File: config.mk
export PLATFORM = sky130hd
export DESIGN_NAME = sensor_sample_manager
export DESIGN_NICKNAME = d
export VERILOG_FILES = /design/src/rtl/sensor_sample_manager.sv
export SDC_FILE = /design/constraint.sdc
export NUM_CORES = 1
export LEC_CHECK = 0
export ABC_AREA = 1
export ABC_CLOCK_PERIOD_IN_PS = 1600
export CAP_MARGIN = 0
export CELL_PAD_IN_SITES_DETAIL_PLACEMENT = 0
export CELL_PAD_IN_SITES_GLOBAL_PLACEMENT = 1
export CORE_MARGIN = 4
export CORE_UTILIZATION = 43
export DETAILED_ROUTE_END_ITERATION = 10
export DONT_BUFFER_PORTS = 1
export GPL_TIMING_DRIVEN = 0
export HOLD_SLACK_MARGIN = 0.03
export PLACE_DENSITY = 0.82
export SYNTH_ARGS = -nofsm -noshare
export SYNTH_HDL_FRONTEND = slang
export SYNTH_SLANG_ARGS = --single-unit
export TNS_END_PERCENT = 10
File: constraint.sdc
create_clock -name Clk_i -period 1.6 [get_ports Clk_i]
set_input_delay 0.32 -clock Clk_i [delete_from_list [all_inputs] [get_ports Clk_i]]
set_output_delay 0.32 -clock Clk_i [all_outputs]
set_load 0.01 [all_outputs]
File: src/rtl/sensor_sample_manager.sv
// Sensor sample manager: schedules ADC conversions, alternating temp/LDR,
// and box-car averages each channel. Optional timeout: SAMPLE_TIMEOUT_EN.
module sensor_sample_manager #(
  parameter int SAMPLE_PERIOD_P  = 50000,
  parameter int AVG_LOG2_P       = 3,
  parameter int DATA_W_P         = 12,
  parameter int TIMEOUT_CYCLES_P = 4096
) (
  input  logic                Clk_i,
  input  logic                Reset_i,
  input  logic                Enable_i,
  output logic                Start_o,
  output logic                Channel_o,
  input  logic [DATA_W_P-1:0] Data_i,
  input  logic                Data_Valid_i,
  output logic [DATA_W_P-1:0] Temp_Avg_o,
  output logic [DATA_W_P-1:0] Ldr_Avg_o,
  output logic                Avg_Valid_o,
  output logic                Timeout_o
);

  localparam int AW = DATA_W_P + AVG_LOG2_P;
  localparam int PW = $clog2(SAMPLE_PERIOD_P);
  localparam int CW = (AVG_LOG2_P > 0) ? AVG_LOG2_P : 1;
  localparam logic [CW-1:0] CNT_LAST =
    CW'((1 << AVG_LOG2_P) - 1);
  localparam logic [PW-1:0] TICK_LAST =
    PW'(SAMPLE_PERIOD_P - 1);

  typedef enum logic [2:0] {
    IDLE,
    WAIT_TICK,
    START,
    WAIT_DATA,
    ACCUM,
    OUTPUT
  } state_t;

  state_t state;
  state_t state_nxt;

  logic [PW-1:0]       per_cnt;
  logic [CW-1:0]       smp_cnt;
  logic [AW-1:0]       acc_t;
  logic [AW-1:0]       acc_l;
  logic [AW-1:0]       acc_l_sum;
  logic [DATA_W_P-1:0] data_q;
  logic                tick_done;
  logic                smp_wrap;
  logic                to_hit;

  assign tick_done = (per_cnt == TICK_LAST);
  assign smp_wrap  = !Channel_o && (smp_cnt == CNT_LAST);
  assign acc_l_sum = acc_l + AW'(data_q);

`ifdef SAMPLE_TIMEOUT_EN
  localparam int TW = $clog2(TIMEOUT_CYCLES_P + 1);
  localparam logic [TW-1:0] TO_LAST =
    TW'(TIMEOUT_CYCLES_P - 1);

  logic [TW-1:0] to_cnt;
  logic          timeout_q;

  // Counting starts on the request cycle itself.
  always_ff @(posedge Clk_i or negedge Reset_i) begin
    if (!Reset_i) begin
      to_cnt <= '0;
    end else if (state == START ||
                 state == WAIT_DATA) begin
      to_cnt <= to_cnt + TW'(1);
    end else begin
      to_cnt <= '0;
    end
  end

  assign to_hit = (state == WAIT_DATA) &&
                  !Data_Valid_i &&
                  (to_cnt == TO_LAST);

  always_ff @(posedge Clk_i or negedge Reset_i) begin
    if (!Reset_i) begin
      timeout_q <= 1'b0;
    end else if (to_hit) begin
      timeout_q <= 1'b1;
    end
  end

  assign Timeout_o = timeout_q;
`else
  logic unused_to;
  assign unused_to = (TIMEOUT_CYCLES_P != 0);
  assign to_hit    = 1'b0;
  assign Timeout_o = 1'b0;
`endif

  always_ff @(posedge Clk_i or negedge Reset_i) begin
    if (!Reset_i) begin
      state <= IDLE;
    end else begin
      state <= state_nxt;
    end
  end

  always_comb begin
    state_nxt = state;
    unique case (state)
      IDLE: begin
        if (Enable_i) state_nxt = WAIT_TICK;
      end
      WAIT_TICK: begin
        if (!Enable_i)      state_nxt = IDLE;
        else if (tick_done) state_nxt = START;
      end
      START: begin
        state_nxt = WAIT_DATA;
      end
      WAIT_DATA: begin
        if (Data_Valid_i) state_nxt = ACCUM;
        else if (to_hit)  state_nxt = WAIT_TICK;
      end
      ACCUM: begin
        state_nxt = smp_wrap ? OUTPUT : WAIT_TICK;
      end
      OUTPUT: begin
        state_nxt = Enable_i ? WAIT_TICK : IDLE;
      end
      default: begin
        state_nxt = IDLE;
      end
    endcase
  end

  always_comb begin
    Start_o     = 1'b0;
    Avg_Valid_o = 1'b0;
    unique case (state)
      START:   Start_o     = 1'b1;
      OUTPUT:  Avg_Valid_o = 1'b1;
      default: ;
    endcase
  end

  always_ff @(posedge Clk_i or negedge Reset_i) begin
    if (!Reset_i) begin
      per_cnt <= '0;
    end else if (state == WAIT_TICK && !tick_done) begin
      per_cnt <= per_cnt + PW'(1);
    end else begin
      per_cnt <= '0;
    end
  end

  // The last sample of a window is always LDR, so the averages are
  // captured from the running sums as that sample is folded in.
  always_ff @(posedge Clk_i or negedge Reset_i) begin
    if (!Reset_i) begin
      data_q     <= '0;
      acc_t      <= '0;
      acc_l      <= '0;
      smp_cnt    <= '0;
      Channel_o  <= 1'b1;
      Temp_Avg_o <= '0;
      Ldr_Avg_o  <= '0;
    end else if (to_hit) begin
      acc_t     <= '0;
      acc_l     <= '0;
      smp_cnt   <= '0;
      Channel_o <= 1'b1;
    end else begin
      if (state == WAIT_DATA && Data_Valid_i) begin
        data_q <= Data_i;
      end
      if (state == ACCUM) begin
        if (Channel_o) begin
          acc_t <= acc_t + AW'(data_q);
        end else begin
          acc_l   <= acc_l_sum;
          smp_cnt <= smp_wrap ? '0 : smp_cnt + CW'(1);
        end
        Channel_o <= !Channel_o;
        if (smp_wrap) begin
          Temp_Avg_o <= DATA_W_P'(acc_t >> AVG_LOG2_P);
          Ldr_Avg_o  <= DATA_W_P'(acc_l_sum >> AVG_LOG2_P);
        end
      end
      if (state == OUTPUT) begin
        acc_t <= '0;
        acc_l <= '0;
      end
    end
  end

endmodule

==> Changelog: implementation, run 1 <==
### Metrics

- Outcome: finished, violations left
- Failing checks: hold timing, setup timing
- Total core area: about 0.012 mm^2
- N_diodes: 0
- Worst min path class: input pin to asynchronous set/reset pin
- Global route total overflow: 0
- Worst hold slack: -0.333 ns
- Final setup violation count: 36
- Yosys top cell by area: dfrtp_1
- Crit-path cells: ha_2, fa_2, nand2_1, nand3_2, nand2_1, nand2_1, a21oi_1, nor2_1
- EDFF count, synth: 0
- Antenna-violating nets left: 0
- Log Warnings: 31
- Die area: 0.0140 mm^2
- Ratio of cells with drive above 1 in the final layout: 0.174
- Count leader, synth: nand2_1
- Setup crit start kind: register
- GRT Overall Usage: 0.186
- Max Freq: 566 MHz
- Setup slack after layout: -0.167 ns
- Worst path max stage delay: 0.42 ns
- Critical Path End Type: register
- Top cells by area, synth: dfrtp_1, nand2_1, ha_1
- Final Hold Violation Tally: approximately 89
- Slew Viols, Final: 0
- Worst Path Arrival: about 2.0 ns
- Yosys stat area: 0.00525 mm^2
- Final Skew: 0.00687 ns
- Initial DRT Pass Iterations: 4
run 1: through the flow:
step / utilization / power [mW] / area (um^2) / hold WS [ns] / setup slack (ns)
2_1_floorplan: - / 5.92 / 5250 / 0.0244 / -0.0358
3_3_place_gp: 0.454 / 6.67 / 5430 / 0.0269 / -0.293
3_5_place_dp: 0.454 / 6.79 / 5430 / 0.0280 / -0.298
4_1_cts: 0.501 / 9.79 / 6000 / -0.348 / -0.180
5_1_grt: 0.517 / 10.9 / 6180 / -0.355 / -0.281
6_report: 0.517 / 10.1 / 6180 / -0.333 / -0.167
run 1: where the power goes:
group          internal [mW]  switching, mW
clock network           1.58          0.872
registers               2.72          0.609
logic                   1.93           2.39
total                   6.23           3.88
run 1: cells in the final DEF (no fill, tap or decap), drive strengths merged:
master	count
nand2	239
dfrtp	88
inv	87
nor2	57
nand3	54
ha	27
o21ai	21
a21oi	20
buf	16
nor3	15
clkbuf	12
mux2	11
nand4	9
xnor2	8
nand3b	6
o22ai	5
xor2	5
or2	4
a22o	3
bufinv	3
and2	3
nor4	2
nor3b	2
clkinvlp	2
fa	2
dfstp	1
o211ai	1
o21a	1
conb	1
run 1: what timing repair did:
item	in CTS	in global routing
cloned	0	0
gates resized	40	34
endpoints found under the setup margin	65	68
hold endpoints to repair	89	89
buffers inserted	3	3
pin swaps	11	6
run 1: layer usage:
| layer | part of all wire | wire [um] | up-vias | global-route usage |
|---|---|---|---|---|
| met5 | 0 | 0 | - | 0 |
| met4 | 0.018 | 226 | 0 | 0.0710 |
| met3 | 0.045 | 564 | 15 | 0.0498 |
| met2 | 0.46 | 5740 | 82 | 0.282 |
| met1 | 0.48 | 5980 | 2034 | 0.254 |
| li1 | - | - | 2203 | - |
run 1: worst reg2reg max path, stage by stage, from the launching register on:
cell	delay, ns
dfrtp_1	0.42
ha_2	0.21
fa_2	0.42
nand2_1	0.11
nand3_2	0.13
nand2_1	0.11
nand2_1	0.07
a21oi_1	0.13
nor2_1	0.06
run 1: sequential cells by signal, summed over array words and instances (netlist names):
signal      count
state           3
Channel_o       1
Ldr_Avg_o      12
Temp_Avg_o     12
per_cnt        16
data_q         12
acc_t          15
smp_cnt         3
acc_l          15
run 1: worst paths after layout:
check | slack [ns] | to | cells after the start | start
max | -0.17 | acc_t[14]$_DFFE_PN0P_ | 8 | data_q[0]$_DFFE_PN0P_
min | -0.33 | Temp_Avg_o[4]$_DFFE_PN0P_ | 0 | Reset_i
max reg2reg | -0.17 | acc_t[14]$_DFFE_PN0P_ | 8 | data_q[0]$_DFFE_PN0P_
min reg2reg | 0.46 | per_cnt[0]$_DFF_PN0_ | 1 | per_cnt[0]$_DFF_PN0_
max in group asynchronous | 1.72 | Channel_o$_DFFE_PN1P_ | 0 | Reset_i
min in group Clk_i | 0.12 | data_q[3]$_DFFE_PN0P_ | 1 | Data_i[3]
run 1: cell type report:
type | instances | area [um^2]
timing repair buffer | 6 | 45.0
inverter | 88 | 340
sequential | 89 | 2240
fill | 1132 | 5780
buffer | 10 | 113
multi-input combinational | 496 | 2920
clock inverter | 4 | 98.8
tap | 147 | 184
clock buffer | 12 | 246
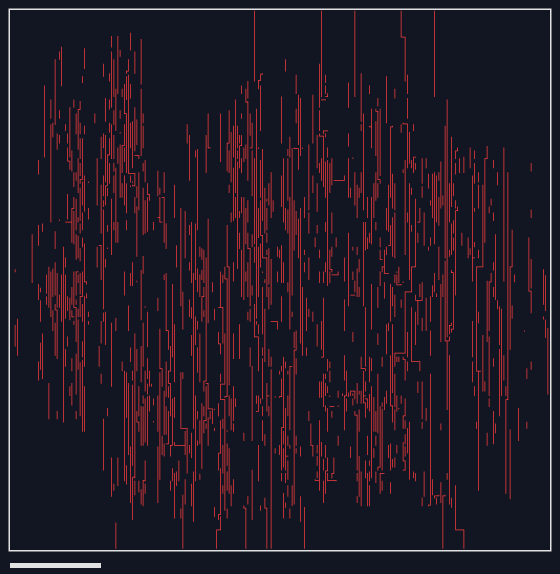
(run_1/met2.png)
Bar = 20 um.
The longest straight run is 52.0 um. The wires run mostly vertical.
drt total wl: 12500 um
met2 usage: 0.282
via count: 4334

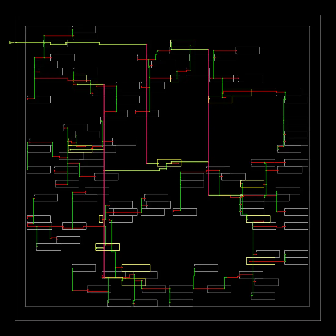
(run_1/final_clocks.png)
final-layout clock buffer total: 12
CTS Buf Count: 9
later-pin clock latency in the skew report: 0.35 ns

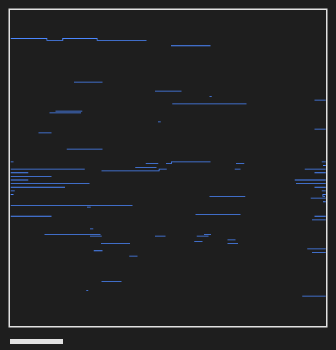
(run_1/met3.png)
Bar = 20 um.
The layer carries 565 um of wire. The layer holds 4.5% of the routed length. The longest straight run is 45.3 um. The wires run mostly horizontal.

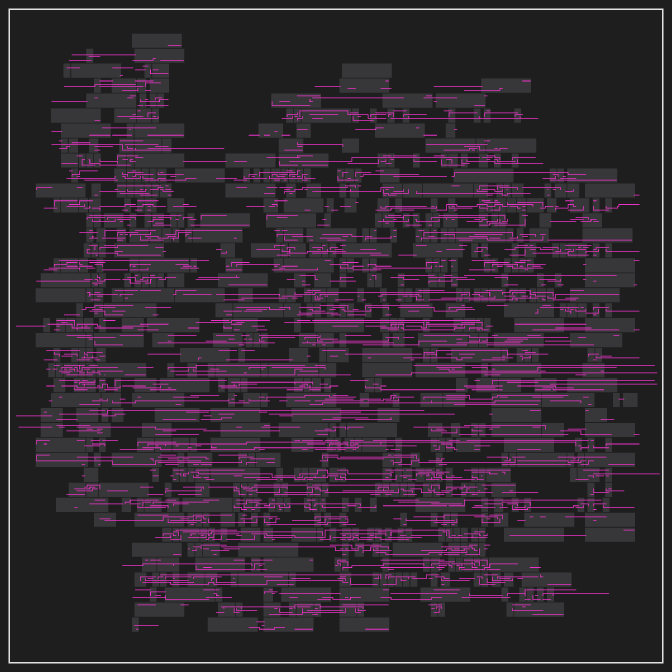
(run_1/met1.png)
The longest straight run is 57.5 um. The layer carries 5980 um of wire. The wires run mostly horizontal.

==> run 1 -> run 2 <==
- CORE_UTILIZATION: 43 -> 44
- CTS_BUF_LIST: not set -> sky130_fd_sc_hd__clkbuf_4
- CTS_CLUSTER_SIZE: not set -> 8
- PLACE_DENSITY: 0.82 -> 0.84
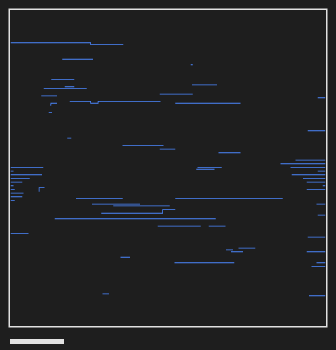
(run_2/met3.png)
Bar = 20 um.
54 nets have wire on it. The layer holds 4.9% of the routed length. The layer carries 629 um of wire. The longest straight run is 59.3 um. The wires run mostly horizontal.

==> run 2 against run 1 <==
Effect of this change:
- the flow still finishes with violations (hold timing, setup timing)
- critical path depth did not move
- synthesized cell count stayed put
- utilization up 2.7 points
- critical path type unchanged
- die size down 2.1%
- fmax rose by 1.4%
==> Changelog: implementation, run 2 <==
### Metrics

- Most instantiated logic cells after routing: nand2_1, inv_1, dfrtp_1
- Yosys top cell by area: dfrtp_1
- Worst hold slack: -0.487 ns
- Die area: approximately 0.014 mm^2
- R2R cell count: 8
- Largest register by flop count: per_cnt
- Setup slack after layout: -0.143 ns
- Worst Path Arrival: 2.12 ns
- Slew Viols, Final: 0
- Final setup violation count: 45
- Worst min path class: input pin to asynchronous set/reset pin
- N_diodes: 0
- Ratio of cells with drive above 1 in the final layout: 0.203
- Initial antenna violation count: 0
- Antenna-violating nets left: 0
- Design area: 0.00628 mm^2
- Yosys stat area: 0.00525 mm^2
- Worst Path Required: around 2.0 ns
- Yosys synthesis warning count: 0
- Max Freq: 574 MHz
- DR WL/cell: about 15 um
- Post-route minimum period: 1.74 ns
- Total core area: 0.0116 mm^2
- Regs by FF count: per_cnt: 16 flops, acc_l: 15 flops, acc_t: 15 flops
- Failing checks: hold timing, setup timing
- Final Hold Violation Tally: 89
- Worst path max stage delay: 0.49 ns
- DRC: 0
- Count leader, synth: nand2_1
- CTS Buf Count: 9
- Post-DP Area: approximately 0.0054 mm^2
- Global route total overflow: 0
- Max FFs per register: 16
- Outcome: finished, violations left
- Critical path depth: 8
- Log Warnings: 31
- EDFF count, synth: 0
- Critical Path End Type: register
- Top cells by area, synth: dfrtp_1, nand2_1, ha_1
- Setup crit start kind: register
- Final Skew: 0.0166 ns
- Initial DRT Pass Iterations: 5
- Most frequent logic cell in the layout: nand2_1
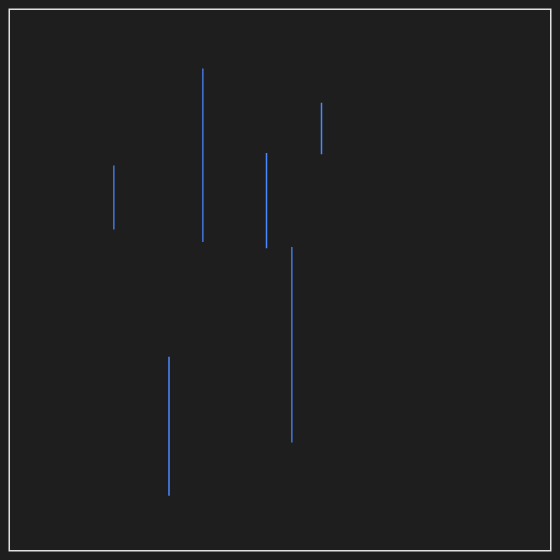
(run_2/met4.png)
The layer holds 1.2% of the routed length. 2 nets have wire on it. The wires run mostly vertical. The layer carries 154 um of wire.
via count: 4400
drt total wl: 12800 um

[run 2: cell counts after synthesis]
No cell type changed its count.
[run 2: kinds of logic (layout without fill, tap and decap cells)]
family	after synthesis	count (layout)	share of synthesized area
AOI/OAI and AO/OA	51	51	0.0572
xor gates and xnor gates	13	13	0.0217
adders and majority gates	29	29	0.0720
buffers and inverters	98	135	0.0811
DFF	89	89	0.425
muxes	11	11	0.0236
other	1	1	0.000715
and+or+nand+nor	391	391	0.319
[run 2: area by class of cell]
cell class	instances	area [um^2]
Fill cell	1078	5280
Multi-Input combinational cell	496	3070
Sequential cell	89	2240
Inverter	88	343
Timing Repair Buffer	21	188
Tap cell	143	179
Buffer	10	113
Clock inverter	7	85.1
Clock buffer	9	67.6
[run 2: power by group]
group          switching (mW)  total [mW]  internal, mW
sequential              0.654        3.39          2.73
combinational            2.55        4.67          2.12
clock                   0.811        1.43         0.618
total                    4.01        9.49          5.47
[run 2: timing repair]
| item | CTS | global route |
|---|---|---|
| hold endpoints to repair | 102 | 89 |
| pin swaps | 3 | 14 |
| setup endpoints to repair | 66 | 69 |
| gates resized | 34 | 75 |
| setup buffers | 2 | 6 |
[run 2: metrics by stage]
| stage | hold slack [ns] | setup WS, ns | TNS (ns) | power, mW | util |
|---|---|---|---|---|---|
| final | -0.487 | -0.143 | -2.73 | 9.49 | 0.543 |
| after global routing | -0.538 | -0.272 | -7.56 | 10.3 | 0.543 |
| after CTS | -0.518 | -0.153 | -4.93 | 8.70 | 0.509 |
| after detailed placement | 0.0276 | -0.296 | -8.50 | 6.85 | 0.469 |
| after global placement | 0.0278 | -0.288 | -7.51 | 6.69 | 0.469 |
| after floorplan | 0.0244 | -0.0358 | -0.121 | 5.92 | - |
[run 2: metal layers]
layer / GRT usage / wire [um] / part of all wire
met5: 0 / 0 / 0
met4: 0.0558 / 154 / 0.012
met3: 0.0411 / 629 / 0.049
met2: 0.306 / 5890 / 0.46
met1: 0.275 / 6100 / 0.48
[run 2: final timing paths]
path	start	endpoint	slack [ns]
worst max register to register	data_q[4]$_DFFE_PN0P_	Ldr_Avg_o[3]$_DFFE_PN0P_	-0.14
worst min-delay path	Reset_i	acc_l[13]$_DFFE_PN0P_	-0.49
worst max-delay path	data_q[4]$_DFFE_PN0P_	Ldr_Avg_o[3]$_DFFE_PN0P_	-0.14
worst min register to register	per_cnt[0]$_DFF_PN0_	per_cnt[0]$_DFF_PN0_	0.48
max in group asynchronous	Reset_i	Channel_o$_DFFE_PN1P_	1.88
min in group Clk_i	Data_Valid_i	data_q[2]$_DFFE_PN0P_	0.13
Power is estimated from default activity; no workload was simulated.
